**Run 1: signal wires on met1**

Drawn at 3 px/um. Supply wires on this layer in grey.
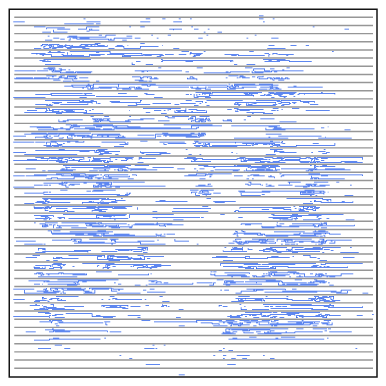
**Run 1: met2 routing**

Drawn at 2 px/um. Cells faint in the background.
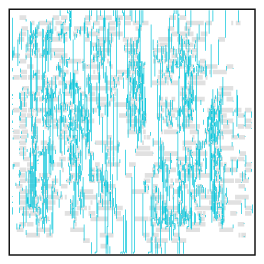
**Run 1: metal 3**

Drawn at 3 px/um.
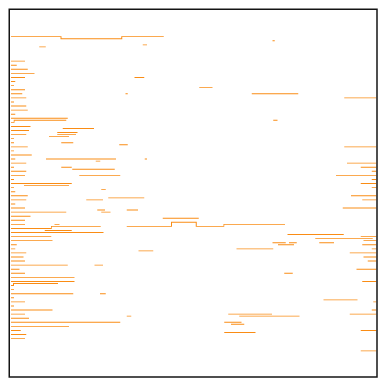
Design instr_encoder_loader_flat, sky130hd; sources not shown.
==> results_dict.tcl, run 1 <==
# metrics dict for downstream scripts
set metrics [dict create \
    status "complete, no violations" \
    crit_type "in -> out" \
    cts_max_level 3 \
    netlist_top_cells_area "dfxtp_1 36%, nor2_1 4.6%, a21oi_1 4.3%" \
    clockRootBuffer "clkbuf_16" \
    dr.first_iter.drc_count 241 \
    nFillCells 1428 \
    cts_buffers 9 \
    hold_class "reg -> reg" \
    cts_buffer_depth 2 \
    overflow 0 \
    ys_cells 521 \
    grt_pass1_wl_mm 22.5 \
    worst_slew_pin_slew_ns 0.736 \
    timing.fmax_ghz 0.209 \
    finalCritPeriodShare 0.824 \
    cp-start-kind "input port" \
    finalHoldViolations 0 \
    syn_to_final_growth_pct 45.6 \
    top_area_frac 0.361 \
    lay_top_count "clkdlybuf4s50_1" \
    yosys_warnings 0 \
    fp_util 0.309 \
    grt_pass1_vias 4410 \
    antennaDiodeCount 0 \
    power_density_nw_per_um2 259 \
    syn_inst 521 \
    grt_use_total 0.198 \
    largest_reg_flops 31 \
    warnings 28 \
    worst_clock_skew_ns 0.00703 \
    cp_data_required_time_ns 4.35 \
    grt_max_degree 14 \
    gp_congestion 0.848 \
    maxSlewHeadroom 0.502 \
    cp_max_fo 10 \
    die_area_um2 14900 \
    total_power_mw 1.63 \
    coreArea_um2 14000 \
    whs_path_depth 2 \
    drive_gt1_frac 0.0663 \
    postCtsHoldBufs 0 \
    syn_area_um2 4330 \
    max_cap_violations 0 \
    wire_per_inst_um 17.0 \
    fp.dieH_um 122 \
    reg2reg_depth 11 \
    clkTransAtPathRegs_ns 0.06 \
    crit_arrival_ns 3.33 \
    yosys.stat.seqShare 0.361 \
    syn_avg_cell_area_um2 8.31 \
    async_flop_share 0 \
    viasPerCell 5.51 \
    synth_cell_types 66 \
    antenna_found_initial 0 \
    fin_setup_tns_ns 0 \
    top_area_cell "dfxtp_1" \
    port_buffers 141 \
    ctsResizeCount 0 \
    final.min_clock_period_ns 4.78 \
    edf_count 0 \
    final_util 0.450 \
    firstDrtPassIters 5 \
    final_antenna_net_count 0 \
    setup_viol 0 \
    synth-seq-cells 78 \
    rows 43 \
    layout_top_cells "141 x clkdlybuf4s50_1, 78 x dfxtp_1, 53 x nor2_1" \
    cts_setup_buffers 0 \
    place_hpwl_mm 11.0 \
    ff_type "dfxtp_1" \
    cts_tree "yes" \
    layout_setup_ws_ns 1.02 \
    nets 746 \
    grt_setup_unrepaired "no" \
    ios 144 \
    chipWidth_um 122 \
    yosysChipArea_um2 4330 \
    post-route-drc-count 0 \
    p_leak_nw 2.03 \
    crit_path_end_kind "primary output" \
    worstSkewPairLatency_ns 0.34 \
    logic_area_um2 2510 \
    rrSetupSlack_ns 3.08 \
    slew_violations 0 \
    cts_sinks 78 \
    regArea_um2 1560 \
    dp_slack_ns 0.977 \
]
Notes on 'signal wires on met1' above:
nets with wire on the layer: 651
longest straight run: 31.7 um
main direction: horizontal
share of all routed wire: 42%
wire length on this layer: 6200 um
Total Routed Length: 14.6 mm
met1 Use GR: 0.239
detailed-route via count: 4729

Notes on 'met2 routing' above:
nets with wire on the layer: 641
wire length on this layer: 6980 um
met2 Resource Use GR: 0.327

Notes on 'metal 3' above:
nets with wire on the layer: 130
share of all routed wire: 7.4%
longest straight run: 36.1 um
main direction: horizontal
wire length on this layer: 1080 um
GR Util met3: 0.0478

[run 1: stage by stage]
stage               hold WS, ns  area (um2)  std cells
finish                    0.451        6300        859
global route              0.472        6300        859
CTS                       0.456        6290        859
detailed placement        0.449        5970        843
global placement          0.446        5970        843
floorplan                 0.444        4330        522
[run 1: kinds of logic after synthesis]
logic type                 count (synthesis)  synth area share
AOI/OAI and AO/OA                        155             0.265
xor gates and xnor gates                  10            0.0202
adders and majority gates                  6            0.0173
buffers and inverters                     60            0.0622
DFF                                       78             0.361
muxes                                     11            0.0266
other                                      1          0.000866
and+or+nand+nor                          200             0.247
[run 1: worst max-delay path, cell delays in order]
cell and delay, ns:
clkdlybuf4s50_1 0.62, clkbuf_1 0.42, nor2b_1 0.12, clkdlybuf4s50_1 0.72
[run 1: layout make-up]
class                   count  share of cell area
repair buffers            141               0.224
inverters                  19              0.0113
clock inverters             5              0.0131
clock buffers              11              0.0385
well taps                 180              0.0357
multi-input cells         384               0.398
flip-flops and latches     78               0.248
plain buffers              41              0.0314
[run 1: synthesized netlist by cell type, drive strengths merged, types with 11 or more instances]
cell type	count
dfxtp	78
nor2	53
a21oi	37
nand2	31
clkbuf	27
nor3	20
inv	17
or4	17
o31ai	16
a211oi	14
buf	14
nand3	14
a221oi	13
a22oi	12
nand4	11
nor2b	11
o21ai	11
[run 1: report_power, final]
part	total [mW]	leakage, nW	internal, mW	switching [mW]
Sequential	0.582	0.632	0.565	0.0168
Combinational	0.428	1.25	0.166	0.262
Clock	0.624	0.148	0.389	0.235
[run 1: metal layers]
metal  vias up  GRT usage  wire [um]
met3        22     0.0478       1080
met2       180      0.327       6980
li1       2274          -          -
met4         0     0.0968        363
met1      2253      0.239       6200
met5         -          0          0
==> run 1 -> run 2 <==
clock period = 4.2 ns   (was 5.8 ns; I/O delays follow)
**Run 2: signal wires on met1**

Drawn at 3 px/um. Supply wires on this layer in grey.
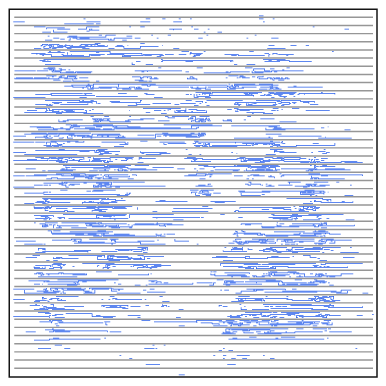
longest straight run: 31.7 um
share of all routed wire: 42%
Total Routed Length: 14.6 mm

==> run 2 against run 1 <==
Critical endpoint unchanged. Die area stayed put. Critical path type unchanged. Register-to-register slack worse by 1.6 ns. Worst setup slack worse by 0.73 ns. Hold slack stayed put. Highest routed layer unchanged. Final cell count stayed put. Final area hardly changed. Core utilization hardly changed. Largest cell class unchanged. Via count stayed put. Clock skew hardly changed. Critical path depth stayed put. Sequential power is 38% higher. Power is 38% higher.
==> results_dict.tcl, run 2 <==
# metrics dict for downstream scripts
set metrics [dict create \
    yosys_warnings 0 \
    synth.area.mux_share 0.0266 \
    worst_slew_pin_slew_ns 0.736 \
    yosysMostFrequentCell "dfxtp_1" \
    syn_avg_cell_area_um2 8.31 \
    status "complete, no violations" \
    dr.first_iter.drc_count 241 \
    xor_area_frac 0.0202 \
    compound_area_frac 0.265 \
    firstDrtPassIters 5 \
    viasPerCell 5.51 \
    grt_pass1_vias 4410 \
    cts_max_level 3 \
    clockRootBuffer "clkbuf_16" \
    slew_violations 0 \
    largest_reg_flops 31 \
    rrSetupSlack_ns 1.48 \
    ys_cells 521 \
    top_area_cell "dfxtp_1" \
    crit_path_end_kind "primary output" \
    pwr-share-comb 0.262 \
    overflow 0 \
    wire_per_inst_um 17.0 \
    worst_clock_skew_ns 0.00703 \
    vias 4729 \
    pwr-share-clk 0.382 \
    clkTransAtPathRegs_ns 0.06 \
    drive_gt1_frac 0.0677 \
    port_buffers 141 \
    cp-start-kind "input port" \
    maxSlewHeadroom 0.502 \
    coreArea_um2 14000 \
    lay_top_count "clkdlybuf4s50_1" \
    fin_cells 859 \
    p_leak_nw 2.03 \
    ios 144 \
    final_antenna_net_count 0 \
    cp_common_cell "clkdlybuf4s50_1" \
    worstSkewPairLatency_ns 0.34 \
    grt_max_degree 14 \
    final.min_clock_period_ns 3.91 \
    cp_max_fo 10 \
    path_cells "clkdlybuf4s50_1, clkbuf_2, nor2b_1, clkdlybuf4s50_1" \
    yosys.area_share.adder 0.0173 \
    rows 43 \
    syn_area_um2 4330 \
    synth-seq-cells 78 \
    crit_type "in -> out" \
    power_density_nw_per_um2 358 \
    placedCellCount 843 \
    grt_setup_unrepaired "no" \
    async_flop_share 0 \
    p_int_mw 1.55 \
    post-route-drc-count 0 \
    cp_data_required_time_ns 3.15 \
    total_power_mw 2.26 \
    whs_ns 0.451 \
    reg2reg_depth 11 \
    syn_inst 521 \
    hold_class "reg -> reg" \
    timing.fmax_ghz 0.256 \
    power_switching_share 0.314 \
    final_util 0.450 \
    p_switching_mw 0.710 \
    antennaDiodeCount 0 \
    nFillCells 1428 \
    top_area_frac 0.361 \
    fp.dieH_um 122 \
    fp_util 0.309 \
    max_cap_violations 0 \
    antenna_found_initial 0 \
    finalCritPeriodShare 0.931 \
    fin_setup_tns_ns 0 \
]
**Run 2: metal 4**

Drawn at 3 px/um. Supply wires on this layer in grey.
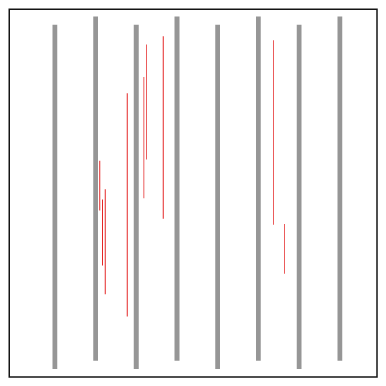
main direction: vertical
share of all routed wire: 2.5%
nets with wire on the layer: 7
longest straight run: 74.1 um

run 2: critical path: cells and delay by family:
family / cells / cell delay (ns)
buf+inv: 3 / 1.63
simple gates: 1 / 0.18
run 2: stage by stage:
| step | setup slack [ns] | instance area [um2] |
|---|---|---|
| 5_1_grt | 0.195 | 6300 |
| 3_3_place_gp | 0.186 | 5970 |
| 6_report | 0.290 | 6300 |
| 2_1_floorplan | 1.21 | 4330 |
| 3_5_place_dp | 0.177 | 5970 |
| 4_1_cts | 0.173 | 6290 |
run 2: power groups by stage:
stage          combinational (mW)  sequential, mW  clock, mW
3_5_place_dp                0.592           0.820          0
4_1_cts                     0.593           0.804      0.889
3_3_place_gp                0.584           0.820          0
6_report                    0.591           0.804      0.862
2_1_floorplan               0.248           0.940          0
5_1_grt                     0.636           0.809      0.915
run 2: layer usage:
metal	vias to the layer above	routed length, um	track usage
li1	2274	-	-
met1	2249	6180	0.239
met2	184	6970	0.327
met3	22	1100	0.0478
met4	0	363	0.0968
met5	-	0	0
run 2: final cells by class:
| cell class | instances | area, um2 | share of cell area |
|---|---|---|---|
| buffer | 41 | 199 | 0.0316 |
| clock buffer | 11 | 243 | 0.0385 |
| clock inverter | 5 | 82.6 | 0.0131 |
| inverter | 19 | 71.3 | 0.0113 |
| multi-input combinational | 384 | 2510 | 0.398 |
| sequential | 78 | 1560 | 0.248 |
| tap | 180 | 225 | 0.0357 |
| timing repair buffer | 141 | 1410 | 0.224 |
run 2: what timing repair did:
item,in CTS,in global routing
hold endpoints to repair,0,0
hold buffers,0,0
resized,0,2
setup endpoints to repair,0,1
run 2: kinds of logic after synthesis:
| family | count (synthesis) |
|---|---|
| mux | 11 |
| fa+ha+maj | 6 |
| simple gates | 200 |
| xor+xnor | 10 |
| flops | 78 |
| compound gates | 155 |
| other cells | 1 |
| buf+inv | 60 |
Power figures rest on the tool's default switching activity, not on a simulated workload.
